===== config.mk =====
export PLATFORM = sky130hd
export DESIGN_NAME = tx_char_scheduler_flat
export DESIGN_NICKNAME = d
export VERILOG_FILES = /design/src/rtl/tx_char_scheduler_if.sv /design/src/rtl/tx_char_scheduler.sv /design/src/flat_wrapper.sv
export SDC_FILE = /design/constraint.sdc
export NUM_CORES = 1
export LEC_CHECK = 0
export ABC_AREA = 1
export CORE_ASPECT_RATIO = 2
export CORE_UTILIZATION = 38
export DETAILED_ROUTE_END_ITERATION = 8
export PLACE_DENSITY = 0.64
export SYNTH_ARGS = -nofsm -noshare
export SYNTH_HDL_FRONTEND = slang
export SYNTH_SLANG_ARGS = --single-unit

===== constraint.sdc =====
create_clock -name pclk_tx -period 4.7 [get_ports pclk_tx]
set_input_delay 0.705 -clock pclk_tx [delete_from_list [all_inputs] [get_ports pclk_tx]]
set_output_delay 0.705 -clock pclk_tx [all_outputs]
set_load 0.1 [all_outputs]

===== src/rtl/tx_char_scheduler_if.sv =====
// tx_char_scheduler_if
//   Bundles the link-control, host, flow-control and encoder-side signals of
//   the transmit character scheduler.
//   master : drives permissions, host writes, FCT events and char_done;
//            observes the scheduled character and status.
//   slave  : the scheduler itself.
interface tx_char_scheduler_if;
  logic       enable_tx;
  logic       send_null;
  logic       send_fct_en;
  logic       send_nchar_en;
  logic       tickin_tx;
  logic [7:0] timecode_tx_i;
  logic       txwrite_tx;
  logic [8:0] data_tx_i;
  logic       fct_rx;
  logic       fct_send_req;
  logic       char_done;
  logic       txready_tx;
  logic       char_valid;
  logic [1:0] char_type;
  logic [8:0] char_data;
  logic [5:0] credit_cnt;
  logic [2:0] fct_pend_cnt;
  logic       credit_err;

  modport master (
    output enable_tx, send_null, send_fct_en, send_nchar_en,
           tickin_tx, timecode_tx_i, txwrite_tx, data_tx_i,
           fct_rx, fct_send_req, char_done,
    input  txready_tx, char_valid, char_type, char_data,
           credit_cnt, fct_pend_cnt, credit_err
  );

  modport slave (
    input  enable_tx, send_null, send_fct_en, send_nchar_en,
           tickin_tx, timecode_tx_i, txwrite_tx, data_tx_i,
           fct_rx, fct_send_req, char_done,
    output txready_tx, char_valid, char_type, char_data,
           credit_cnt, fct_pend_cnt, credit_err
  );
endinterface


===== src/rtl/tx_char_scheduler.sv =====
// tx_char_scheduler
//   Chooses the next character for the link encoder (TIME > FCT > N-char >
//   NULL), tracks TX credits and owed FCTs, and holds a one-entry host buffer
//   and a pending time-code.
//   pclk_tx  : transmit clock
//   reset_tx : asynchronous active-high reset
//   bus      : scheduler interface (slave modport)
//
//   state  | meaning
//   IDLE   | link disabled or just enabled; nothing presented
//   PICK   | arbitrate; a winner is presented on the next edge
//   WAIT   | character presented, held until char_done
module tx_char_scheduler (
  input  logic                 pclk_tx,
  input  logic                 reset_tx,
  tx_char_scheduler_if.slave   bus
);

  typedef enum logic [1:0] {S_IDLE, S_PICK, S_WAIT} state_t;

  localparam logic [1:0] CT_NULL  = 2'd0;
  localparam logic [1:0] CT_FCT   = 2'd1;
  localparam logic [1:0] CT_NCHAR = 2'd2;
  localparam logic [1:0] CT_TIME  = 2'd3;
  localparam logic [6:0] CREDIT_MAX = 7'd56;

  state_t     state_q;
  logic       char_valid_q;
  logic [1:0] char_type_q;
  logic [8:0] char_data_q;
  logic [5:0] credit_q;
  logic [2:0] fct_pend_q;
  logic       credit_err_q;
  logic       buf_full_q;
  logic [8:0] buf_data_q;
  logic       tc_pend_q;
  logic [7:0] tc_val_q;

  logic       in_pick;
  logic       issue_time, issue_fct, issue_nchar, issue_null;
  logic [5:0] credit_dec;
  logic [6:0] credit_sum;
  logic       host_write;

  // Arbitration on registered state only; the winner is committed on the
  // next edge, which is also the edge that consumes its source.
  always_comb begin
    in_pick     = (state_q == S_PICK);
    issue_time  = in_pick && tc_pend_q && bus.send_nchar_en;
    issue_fct   = in_pick && !issue_time && (fct_pend_q != 3'd0) && bus.send_fct_en;
    issue_nchar = in_pick && !issue_time && !issue_fct && buf_full_q &&
                  (credit_q != 6'd0) && bus.send_nchar_en;
    issue_null  = in_pick && !issue_time && !issue_fct && !issue_nchar && bus.send_null;
    credit_dec  = credit_q - {5'd0, issue_nchar};
    credit_sum  = {1'b0, credit_dec} + 7'd8;
  end

  assign bus.txready_tx   = !buf_full_q && bus.enable_tx && !reset_tx;
  assign host_write       = bus.txwrite_tx && bus.txready_tx;
  assign bus.char_valid   = char_valid_q;
  assign bus.char_type    = char_type_q;
  assign bus.char_data    = char_data_q;
  assign bus.credit_cnt   = credit_q;
  assign bus.fct_pend_cnt = fct_pend_q;
  assign bus.credit_err   = credit_err_q;

  // Scheduler FSM with registered character outputs.
  always_ff @(posedge pclk_tx or posedge reset_tx) begin
    if (reset_tx) begin
      state_q      <= S_IDLE;
      char_valid_q <= 1'b0;
      char_type_q  <= CT_NULL;
      char_data_q  <= 9'd0;
    end else if (!bus.enable_tx) begin
      // Flush aborts a character in flight without waiting for char_done.
      state_q      <= S_IDLE;
      char_valid_q <= 1'b0;
      char_type_q  <= CT_NULL;
      char_data_q  <= 9'd0;
    end else begin
      case (state_q)
        S_IDLE: state_q <= S_PICK;
        S_PICK: begin
          if (issue_time || issue_fct || issue_nchar || issue_null) begin
            state_q      <= S_WAIT;
            char_valid_q <= 1'b1;
            if (issue_time) begin
              char_type_q <= CT_TIME;
              char_data_q <= {1'b0, tc_val_q};
            end else if (issue_fct) begin
              char_type_q <= CT_FCT;
              char_data_q <= 9'd0;
            end else if (issue_nchar) begin
              char_type_q <= CT_NCHAR;
              char_data_q <= buf_data_q;
            end else begin
              char_type_q <= CT_NULL;
              char_data_q <= 9'd0;
            end
          end
        end
        S_WAIT: begin
          if (bus.char_done) begin
            state_q      <= S_PICK;
            char_valid_q <= 1'b0;
          end
        end
        default: state_q <= S_IDLE;
      endcase
    end
  end

  // Sources: time-code, host buffer, credits, owed FCTs.
  always_ff @(posedge pclk_tx or posedge reset_tx) begin
    if (reset_tx) begin
      tc_pend_q    <= 1'b0;
      tc_val_q     <= 8'd0;
      buf_full_q   <= 1'b0;
      buf_data_q   <= 9'd0;
      credit_q     <= 6'd0;
      credit_err_q <= 1'b0;
      fct_pend_q   <= 3'd0;
    end else if (!bus.enable_tx) begin
      tc_pend_q    <= 1'b0;
      tc_val_q     <= 8'd0;
      buf_full_q   <= 1'b0;
      buf_data_q   <= 9'd0;
      credit_q     <= 6'd0;
      credit_err_q <= 1'b0;
      fct_pend_q   <= 3'd0;
    end else begin
      // A tick on the issue edge re-arms pending with the new value.
      if (bus.tickin_tx) begin
        tc_pend_q <= 1'b1;
        tc_val_q  <= bus.timecode_tx_i;
      end else if (issue_time) begin
        tc_pend_q <= 1'b0;
      end

      if (issue_nchar) begin
        buf_full_q <= 1'b0;
      end else if (host_write) begin
        buf_full_q <= 1'b1;
        buf_data_q <= bus.data_tx_i;
      end

      // Overflowing grant is discarded; the same-edge decrement still applies.
      if (bus.fct_rx) begin
        if (credit_sum > CREDIT_MAX) begin
          credit_q     <= credit_dec;
          credit_err_q <= 1'b1;
        end else begin
          credit_q <= credit_sum[5:0];
        end
      end else begin
        credit_q <= credit_dec;
      end

      case ({bus.fct_send_req, issue_fct})
        2'b10:   if (fct_pend_q != 3'd7) fct_pend_q <= fct_pend_q + 3'd1;
        2'b01:   fct_pend_q <= fct_pend_q - 3'd1;
        default: fct_pend_q <= fct_pend_q;
      endcase
    end
  end

endmodule


===== src/flat_wrapper.sv =====
// flat-port wrapper written by rule: the top's interface ports become plain ports
module tx_char_scheduler_flat 
  (pclk_tx, reset_tx, bus_enable_tx, bus_send_null, bus_send_fct_en, bus_send_nchar_en, bus_tickin_tx, bus_timecode_tx_i, bus_txwrite_tx, bus_data_tx_i, bus_fct_rx, bus_fct_send_req, bus_char_done, bus_txready_tx, bus_char_valid, bus_char_type, bus_char_data, bus_credit_cnt, bus_fct_pend_cnt, bus_credit_err);
  tx_char_scheduler_if bus_i ();
  input  logic pclk_tx;
  input  logic reset_tx;
  input wire logic [$bits(bus_i.enable_tx)-1:0] bus_enable_tx;
  input wire logic [$bits(bus_i.send_null)-1:0] bus_send_null;
  input wire logic [$bits(bus_i.send_fct_en)-1:0] bus_send_fct_en;
  input wire logic [$bits(bus_i.send_nchar_en)-1:0] bus_send_nchar_en;
  input wire logic [$bits(bus_i.tickin_tx)-1:0] bus_tickin_tx;
  input wire logic [$bits(bus_i.timecode_tx_i)-1:0] bus_timecode_tx_i;
  input wire logic [$bits(bus_i.txwrite_tx)-1:0] bus_txwrite_tx;
  input wire logic [$bits(bus_i.data_tx_i)-1:0] bus_data_tx_i;
  input wire logic [$bits(bus_i.fct_rx)-1:0] bus_fct_rx;
  input wire logic [$bits(bus_i.fct_send_req)-1:0] bus_fct_send_req;
  input wire logic [$bits(bus_i.char_done)-1:0] bus_char_done;
  output wire logic [$bits(bus_i.txready_tx)-1:0] bus_txready_tx;
  output wire logic [$bits(bus_i.char_valid)-1:0] bus_char_valid;
  output wire logic [$bits(bus_i.char_type)-1:0] bus_char_type;
  output wire logic [$bits(bus_i.char_data)-1:0] bus_char_data;
  output wire logic [$bits(bus_i.credit_cnt)-1:0] bus_credit_cnt;
  output wire logic [$bits(bus_i.fct_pend_cnt)-1:0] bus_fct_pend_cnt;
  output wire logic [$bits(bus_i.credit_err)-1:0] bus_credit_err;
  assign bus_i.enable_tx = bus_enable_tx;
  assign bus_i.send_null = bus_send_null;
  assign bus_i.send_fct_en = bus_send_fct_en;
  assign bus_i.send_nchar_en = bus_send_nchar_en;
  assign bus_i.tickin_tx = bus_tickin_tx;
  assign bus_i.timecode_tx_i = bus_timecode_tx_i;
  assign bus_i.txwrite_tx = bus_txwrite_tx;
  assign bus_i.data_tx_i = bus_data_tx_i;
  assign bus_i.fct_rx = bus_fct_rx;
  assign bus_i.fct_send_req = bus_fct_send_req;
  assign bus_i.char_done = bus_char_done;
  assign bus_txready_tx = bus_i.txready_tx;
  assign bus_char_valid = bus_i.char_valid;
  assign bus_char_type = bus_i.char_type;
  assign bus_char_data = bus_i.char_data;
  assign bus_credit_cnt = bus_i.credit_cnt;
  assign bus_fct_pend_cnt = bus_i.fct_pend_cnt;
  assign bus_credit_err = bus_i.credit_err;
  tx_char_scheduler u_core (.pclk_tx(pclk_tx), .reset_tx(reset_tx), .bus(bus_i));
endmodule

Fig. 1: run 1, supply network
(6 px per micron) Pins as bars on the die edge. Tap cells in grey.
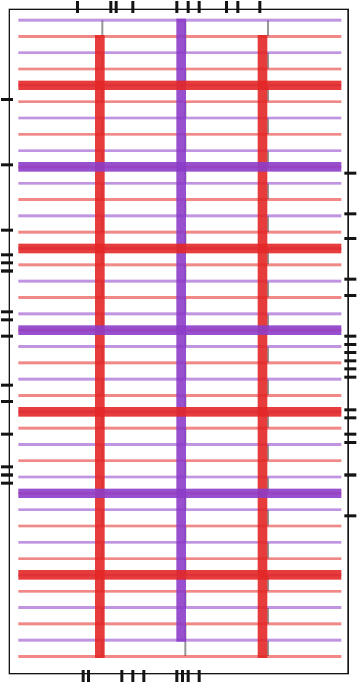
Red is VSS. Purple is VDD.
40 met1 rails follow the rows. 3 straps on met4. 61 tap cells.

Fig. 2: run 1, placement by cell class
(6 px per micron) Fill, decap, tap and diode cells in grey.
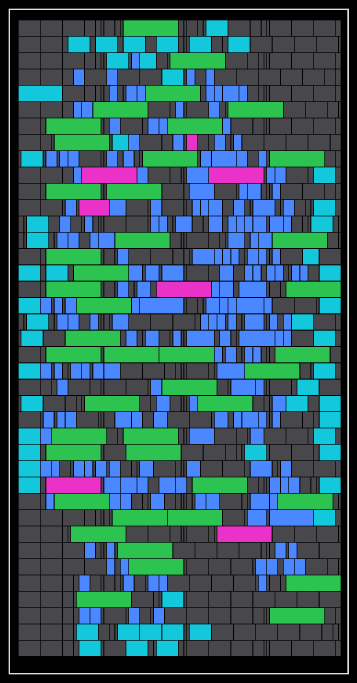
Magenta is clock drivers and dummy loads, cells 7. Green is flops, cells 43. Cyan is other buffers and delay cells, cells 53. Blue is all other logic, cells 201.

Fig. 3: run 1, clock network drawn from the DEF
(4 px per micron)
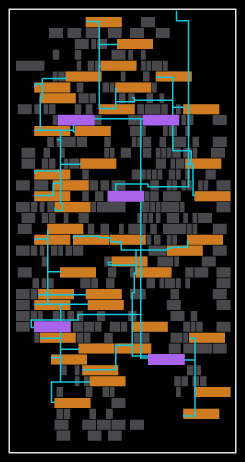
Orange is flip-flops, count 43. Cyan is clock wires, length 600 microns. Purple is cells driving clock nets, count 5.
There are 6 routed clock nets. Position of the flops: all over the die.

Fig. 4: run 1, routed metal, one colour a layer
(6 px per micron)
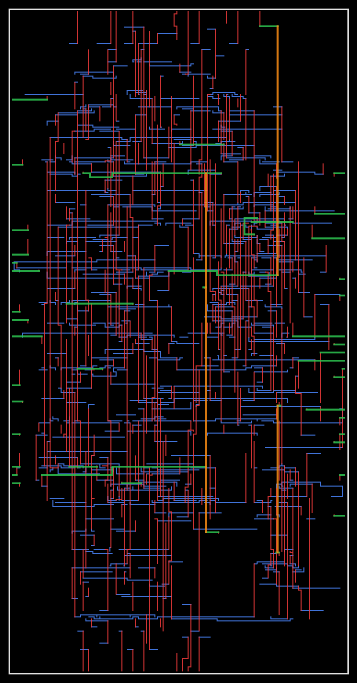
Orange is met4, wire length 126 microns. Blue is met1, wire length 2100 microns. Green is met3, wire length 202 microns. Red is met2, wire length 2850 microns.
aggregate routed wire length: 5.27 mm
via count: 1915
WL per Instance: 14.4 microns
GRT Total Usage: 0.186

==> results.txt, run 1 <==
Cts repair resizes - 0
Commonest Layout Cell - clkdlybuf4s50_1
Residual DRC - 0
Maximum clock path buffer count - 2
Count of library flops with an enable pin - 0
Final setup violation count - 0
I/O Pins - 51
CTS sink cnt - 43
TritonCTS Buffers - 5
Arrival @ worst endpoint - 3620 ps
Max-cap violation count - 0
CTS root buf - clkbuf_16
Vias in the first global route - 1936
Seq cells post-synth - 43
RSZ-0062 raised after global routing - no
Max-area cell share - 0.481
Maximum fanout along the worst path - 13
Final nets - 337
Die W - 56.2 microns
Row count - 39
Top cells by area - dfrtp_1, nand3_1, nand2_1
Initial Util - 0.392
Clock Latency Late Sink - 290 ps
Largest net degree at the start of global routing - 44
DRT iter0 DRCs - 68
Area leader, netlist - dfrtp_1
Ys cells - 255
Simple-Gate Area Share - 0.290
Post-Synth XOR/XNOR Area - 0.0190
Top non-seq family - simple AND/OR/NAND/NOR gates
# Post-CTS Setup Buffers - 0
Final setup TNS - 0 ps
# diodes - 0
Hold-fix buffers, CTS - 0
WP data required - 4860 ps
AND-OR/OR-AND share of the synthesized area - 0.0963
Worst setup EP type - flip-flop
Non-Filler Instances - 365
Top FF cell, synth - dfrtp_1
MUX share of area - 0
Dpl hpwl - 3.85 mm
Mapped Cells - 255
Net Count, Synth - 288
Final slew viol count - 0
Yosys Chip Area - 0.00224 sq mm
Hold Fails Final Rpt - 0
Mapped cell area - 0.00224 sq mm
Register share after synthesis - 0.481
Final Critical Period - 3460 ps
Antenna-violating nets left - 0
Placed Cells - 358
Gr ovfl total - 0
Startpoint Class - primary input
H-Tree Depth - 2
Warnings from Yosys - 0
Placement Setup Slack - 956 ps
Final Skew - 6.01 ps
Gp weighted congestion - 0.895
DR vias/cell - 5.25
Port Buffers - 50
Cycle use final - 0.735
Crit Path Class - in -> reg
CTS tree - done
Max-slew headroom - 0.337
Number of iterations in the first detailed-routing pass - 4
Tool Warnings - 27
Async SR Flop Fraction - 1.00
Syn Area/Cell - 8.77 sq um
Fin Hold WS - 483 ps
Most frequently placed logic cells in the final layout - clkdlybuf4s50_1, dfrtp_1, nand3_1
Die height - 110 microns
Layout cells sized above 1 - 0.109
Unique cell types - 30
Lkg Pwr - 1.34 nW
FMAX - 289 MHz
Worst Tran Pin Value - 991 ps
Highest ir drop seen on vdd - 0.000297 V
Yosys adder share - 0.0313
Outcome - finished clean
Core Area - 0.00571 sq mm
Clock-pin slew on the worst setup and hold paths - 60 ps
PD cells - 389 mW/mm^2
Filler cells - 541
Power Total - 1.14 mW
Worst Hold Class - reg -> reg
run 1: Yosys cell counts (2+ instances only):
cell	instances
dfrtp_1	43
nand3_1	39
nand2_1	34
inv_1	26
o21ai_1	23
nand4_1	16
nor2_1	13
a22oi_1	8
clkbuf_1	6
inv_2	6
nand3_2	5
ha_1	4
nand2_2	4
nor2_4	4
a21oi_1	3
buf_2	2
buf_6	2
nand3b_1	2
nor3_1	2
o21ai_0	2
xnor2_1	2
run 1: cells by family after synthesis:
| kind of cell | Yosys count |
|---|---|
| simple gates | 122 |
| buf+inv | 43 |
| flops | 43 |
| compound gates | 38 |
| fa+ha+maj | 5 |
| xor+xnor | 4 |
run 1: layer usage:
metal	global-route usage	vias to the layer above	share of wire
li1	-	956	-
met1	0.209	895	0.40
met2	0.327	56	0.54
met3	0.0410	8	0.038
met4	0.0862	0	0.024
met5	0	-	0
run 1: final timing paths:
check | startpoint | endpoint | slack (ps) | depth (start not counted)
worst max-delay path | bus_send_nchar_en | u_core.bus.credit_err | 1240 | 17
worst min-delay path | u_core.bus.char_valid | u_core.bus.char_valid | 480 | 2
worst max register to register | u_core.bus.fct_pend_cnt[1] | u_core.bus.credit_err | 1490 | 18
worst min register to register | u_core.bus.char_valid | u_core.bus.char_valid | 480 | 2
max in group asynchronous | reset_tx | u_core.tc_val_q[4] | 3410 | 3
min in group asynchronous | reset_tx | u_core.bus.char_valid | 910 | 3
run 1: critical path, cell delays in order:
cell and delay (ps):
clkdlybuf4s50_1 440, nand3_2 130, nand3_2 130, nor2_4 370, ha_1 340, ha_1 220, nand2_1 90, xnor2_2 210
ha_1 300, nor2_1 110, nand2_1 60, nor2_1 110, nor2_1 60, nand2_2 100, nand2_1 60, a21oi_1 130
nor2_1 50
run 1: power by group:
part           total [mW]  switching (mW)  leakage (nW)  internal (mW)
Clock               0.346           0.138        0.0727          0.207
Sequential          0.430          0.0291         0.581          0.401
Combinational       0.362           0.257         0.688          0.105
run 1: per-stage QoR:
step | instance area (sq um) | utilization
2_1_floorplan | 2240 | -
3_3_place_gp | 2780 | 0.487
3_5_place_dp | 2780 | 0.487
4_1_cts | 2930 | 0.513
5_1_grt | 2930 | 0.513
6_report | 2930 | 0.513
run 1: flip-flops by register name, indices dropped and copies added (netlist names), 2 cells and up:
name / flops
u_core.bus.char_type: 2
u_core.bus.fct_pend_cnt: 3
u_core.state_q: 2
u_core.bus.credit_cnt: 6
u_core.tc_val_q: 8
u_core.bus.char_data: 9
u_core.buf_data_q: 9
run 1: final cells by class:
| type | count | area (sq um) | share of cell area |
|---|---|---|---|
| clock inverters | 1 | 5.00 | 0.00171 |
| well taps | 61 | 76.3 | 0.0261 |
| repair buffers | 53 | 533 | 0.182 |
| inverters | 32 | 120 | 0.0410 |
| multi-input cells | 169 | 977 | 0.334 |
| flip-flops and latches | 43 | 1080 | 0.368 |
| clock buffers | 6 | 139 | 0.0475 |
==> inputs of run 2 (changes only) <==
--- a/config.mk
+++ b/config.mk
@@ -9,7 +9,7 @@
 export CORE_ASPECT_RATIO = 2
 export CORE_UTILIZATION = 38
 export DETAILED_ROUTE_END_ITERATION = 8
-export PLACE_DENSITY = 0.64
+export PLACE_DENSITY = 0.67
 export SYNTH_ARGS = -nofsm -noshare
 export SYNTH_HDL_FRONTEND = slang
 export SYNTH_SLANG_ARGS = --single-unit
==> constraint.sdc (replaced) <==
create_clock -name pclk_tx -period 3 [get_ports pclk_tx]
set_input_delay 0.45 -clock pclk_tx [delete_from_list [all_inputs] [get_ports pclk_tx]]
set_output_delay 0.45 -clock pclk_tx [all_outputs]
set_load 0.1 [all_outputs]
==> run 2 against run 1 <==
Effect of this change: global-route usage increased by 1.1 points; count of clock-buffer cells in the layout is 1 higher; critical path depth rose by 1; sequential power is 59% higher; final area is 2.1% higher; routed wire length up 7.5%; clock skew down 2.9 ps; clock power increased by 68%; worst hold slack improved by 10 ps; final cell count up 2.2%; power is 61% higher.
==> results.txt, run 2 <==
Maximum clock path buffer count - 2 (unchanged)
Lkg Pwr - 1.41 nW (was 1.34 nW)
Most frequently placed logic cells in the final layout - nand3_1, nand2_1, dfrtp_1 (was clkdlybuf4s50_1, dfrtp_1, nand3_1)
Max-area cell share - 0.481 (unchanged)
Mapped cell area - 0.00224 sq mm (unchanged)
PD cells - 614 mW/mm^2 (was 389 mW/mm^2)
Net Count, Synth - 288 (unchanged)
DR vias/cell - 5.29 (was 5.25)
Highest ir drop seen on vdd - 0.000462 V (was 0.000297 V)
Residual DRC - 0 (unchanged)
Hold Fails Final Rpt - 0 (unchanged)
Placed cell areas - 0.00283 sq mm (was 0.00278 sq mm)
Worst Tran Pin Value - 639 ps (was 991 ps)
Largest net degree at the start of global routing - 32 (was 44)
Arrival @ worst endpoint - 2840 ps (was 3620 ps)
CTS sink cnt - 43 (unchanged)
CTS tree - done (unchanged)
TritonCTS Buffers - 5 (unchanged)
Non-Filler Instances - 373 (was 365)
Row count - 39 (unchanged)
Reg-to-reg slack, setup - 320 ps (was 1490 ps)
Largest stage delay, worst path - 500 ps (was 440 ps)
Number of iterations in the first detailed-routing pass - 4 (unchanged)
CTS root buf - clkbuf_16 (unchanged)
Final setup violation count - 0 (unchanged)
Synth top cell by count - dfrtp_1 (unchanged)
Async SR Flop Fraction - 1.00 (unchanged)
Warnings from Yosys - 0 (unchanged)
Area leader, netlist - dfrtp_1 (unchanged)
Startpoint Class - flip-flop (was primary input)
Port Buffers - 50 (unchanged)
Max-slew headroom - 0.574 (was 0.337)
Antenna-violating nets left - 0 (unchanged)
Mapped Cells - 255 (unchanged)
RSZ-0062 raised after global routing - no (unchanged)
Die W - 56.2 microns (unchanged)
Seq cells post-synth - 43 (unchanged)
WP data required - 3160 ps (was 4860 ps)
Dpl hpwl - 4.18 mm (was 3.85 mm)
H-Tree Depth - 2 (unchanged)
# diodes - 0 (unchanged)
Syn Area/Cell - 8.77 sq um (unchanged)
Count of library flops with an enable pin - 0 (unchanged)
Final nets - 344 (was 337)
CP top delay family - simple AND/OR/NAND/NOR gates (unchanged)
Layout cells sized above 1 - 0.234 (was 0.109)
Final Critical Period - 2680 ps
I/O Pins - 51 (unchanged)
Maximum fanout along the worst path - 4 (was 13)
Die height - 110 microns (unchanged)
Ys cells - 255 (unchanged)
Worst setup EP type - flip-flop (unchanged)
Cts repair resizes - 0 (unchanged)
Hold-fix buffers, CTS - 0 (unchanged)
Commonest Layout Cell - nand3_1 (was clkdlybuf4s50_1)
Critical-path cell list - inv_1, nand3_1, nand2_2, nand3_2, nor2_4, ha_2, ha_1, nand2_1, xnor2_2, ha_1, nor2_1, nand2_1, nor2_1, nor2_1, nand2_2, nand2_1, a21oi_1, nor2_1 (was clkdlybuf4s50_1, nand3_2, nand3_2, nor2_4, ha_1, ha_1, nand2_1, xnor2_2, ha_1, nor2_1, nand2_1, nor2_1, nor2_1, nand2_2, nand2_1, a21oi_1, nor2_1)
Yosys Chip Area - 0.00224 sq mm (unchanged)
Cycle use final - 0.892
Filler cells - 524 (was 541)
WP buf/inv - 1 (unchanged)
CP dominant cell by count - nor2_1 (unchanged)
DRT iter0 DRCs - 108 (was 68)
Gr ovfl total - 0 (unchanged)
CP max-delay cell - dfrtp_4 (was clkdlybuf4s50_1)
Top cells by area - dfrtp_1, nand3_1, nand2_1 (unchanged)
Most frequent cells after synthesis - dfrtp_1, nand3_1, nand2_1 (unchanged)
Aggregate routed wire length - 5.67 mm (was 5.27 mm)
Crit Path Class - reg -> reg (was in -> reg)
Max-cap violation count - 0 (unchanged)
Tool Warnings - 27 (unchanged)
Outcome - finished clean (unchanged)
# Post-CTS Setup Buffers - 0 (unchanged)
Initial Util - 0.392 (unchanged)
Top FF cell, synth - dfrtp_1 (unchanged)
FMAX - 374 MHz
run 2: cell types whose count changed in the layout (fill, tap and decap cells not counted):
cell,previous run,this run
dfrtp_1,43,34
ha_1,4,3
dfrtp_2,0,1
clkinv_2,1,0
buf_4,3,31
ha_2,0,1
clkbuf_8,1,2
dfrtp_4,0,8
clkinvlp_4,0,1
clkdlybuf4s50_1,49,27
buf_12,1,2
run 2: per-layer routing:
layer | vias to the layer above | GRT usage | share of wire
li1 | 976 | - | -
met1 | 941 | 0.215 | 0.37
met2 | 48 | 0.374 | 0.58
met3 | 9 | 0.0269 | 0.028
met4 | 0 | 0.0699 | 0.021
met5 | - | 0 | 0
run 2: logic make-up after synthesis:
group,count (synthesis),share of synthesized area
compound gates,38,0.0963
xor+xnor,4,0.0190
fa+ha+maj,5,0.0313
buf+inv,43,0.0817
flops,43,0.481
simple gates,122,0.290
run 2: area by class of cell:
class                      count  area [sq um]  share of cell area
clock buffer                   7           153              0.0511
clock inverter                 1          7.51             0.00251
sequential                    43          1110               0.371
tap                           61          76.3              0.0256
multi-input combinational    169           980               0.328
timing repair buffer          60           543               0.182
inverter                      32           120              0.0402
run 2: report_power, final:
part / internal [mW] / switching [mW] / total, mW
clock: 0.354 / 0.225 / 0.580
sequential: 0.637 / 0.0480 / 0.685
combinational: 0.164 / 0.406 / 0.570
run 2: path summary, 6_finish.rpt:
kind,to,cells after the start,startpoint
min reg2reg,u_core.bus.char_valid,2,u_core.bus.char_valid
min,u_core.bus.char_valid,2,u_core.bus.char_valid
max reg2reg,u_core.bus.credit_err,18,u_core.bus.fct_pend_cnt[1]
max in group asynchronous,u_core.bus.credit_cnt[3],3,reset_tx
min in group asynchronous,u_core.buf_data_q[1],2,reset_tx
max,u_core.bus.credit_err,18,u_core.bus.fct_pend_cnt[1]
run 2: through the flow:
step | setup slack, ps | total power [mW] | util | hold slack [ps]
after floorplan | 14.8 | 1.11 | - | 469
after global placement | 118 | 1.26 | 0.495 | 475
after detailed placement | 59.0 | 1.27 | 0.495 | 477
after CTS | 313 | 1.84 | 0.523 | 495
after global routing | 39.7 | 1.92 | 0.523 | 516
final | 325 | 1.83 | 0.523 | 494
run 2: worst min-delay path, cell delays in order (launching register included):
cell     delay [ps]
dfrtp_1         350
nand2_1          60
nand2_1          50
Fig. 5: run 2, routed metal, one colour a layer
(6 px per micron)
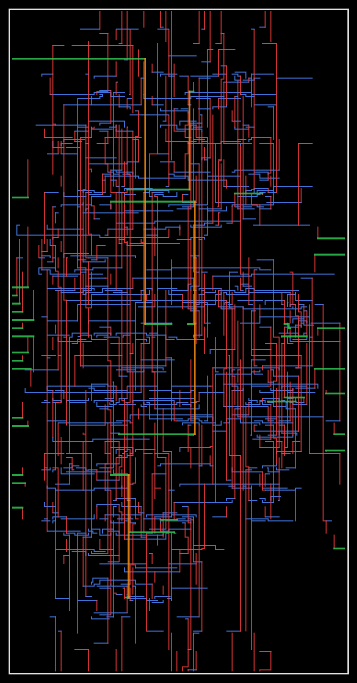
Blue is met1, wire length 2080 microns. Green is met3, wire length 158 microns. Orange is met4, wire length 120 microns. Red is met2, wire length 3310 microns.
GRT Total Usage: 0.197
WL per Instance: 15.2 microns

Fig. 6: run 2, clock network drawn from the DEF
(4 px per micron)
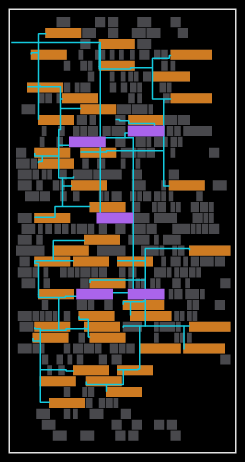
Purple is cells driving clock nets, count 5. Cyan is clock wires, length 589 microns. Orange is flip-flops, count 43.
There are 6 routed clock nets.
Clock Latency Late Sink: 280 ps
clk pwr: 580 uW
Final Skew: 3.11 ps

Fig. 7: run 2, routing congestion map
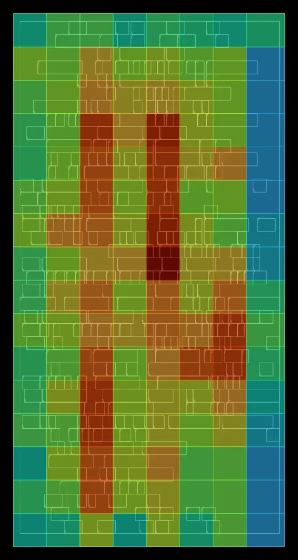
layer with the highest usage: met2
Core Util, Final: 0.523
met1 usage: 0.215
GR Util met3: 0.0269

Power and IR drop assume default switching activity.
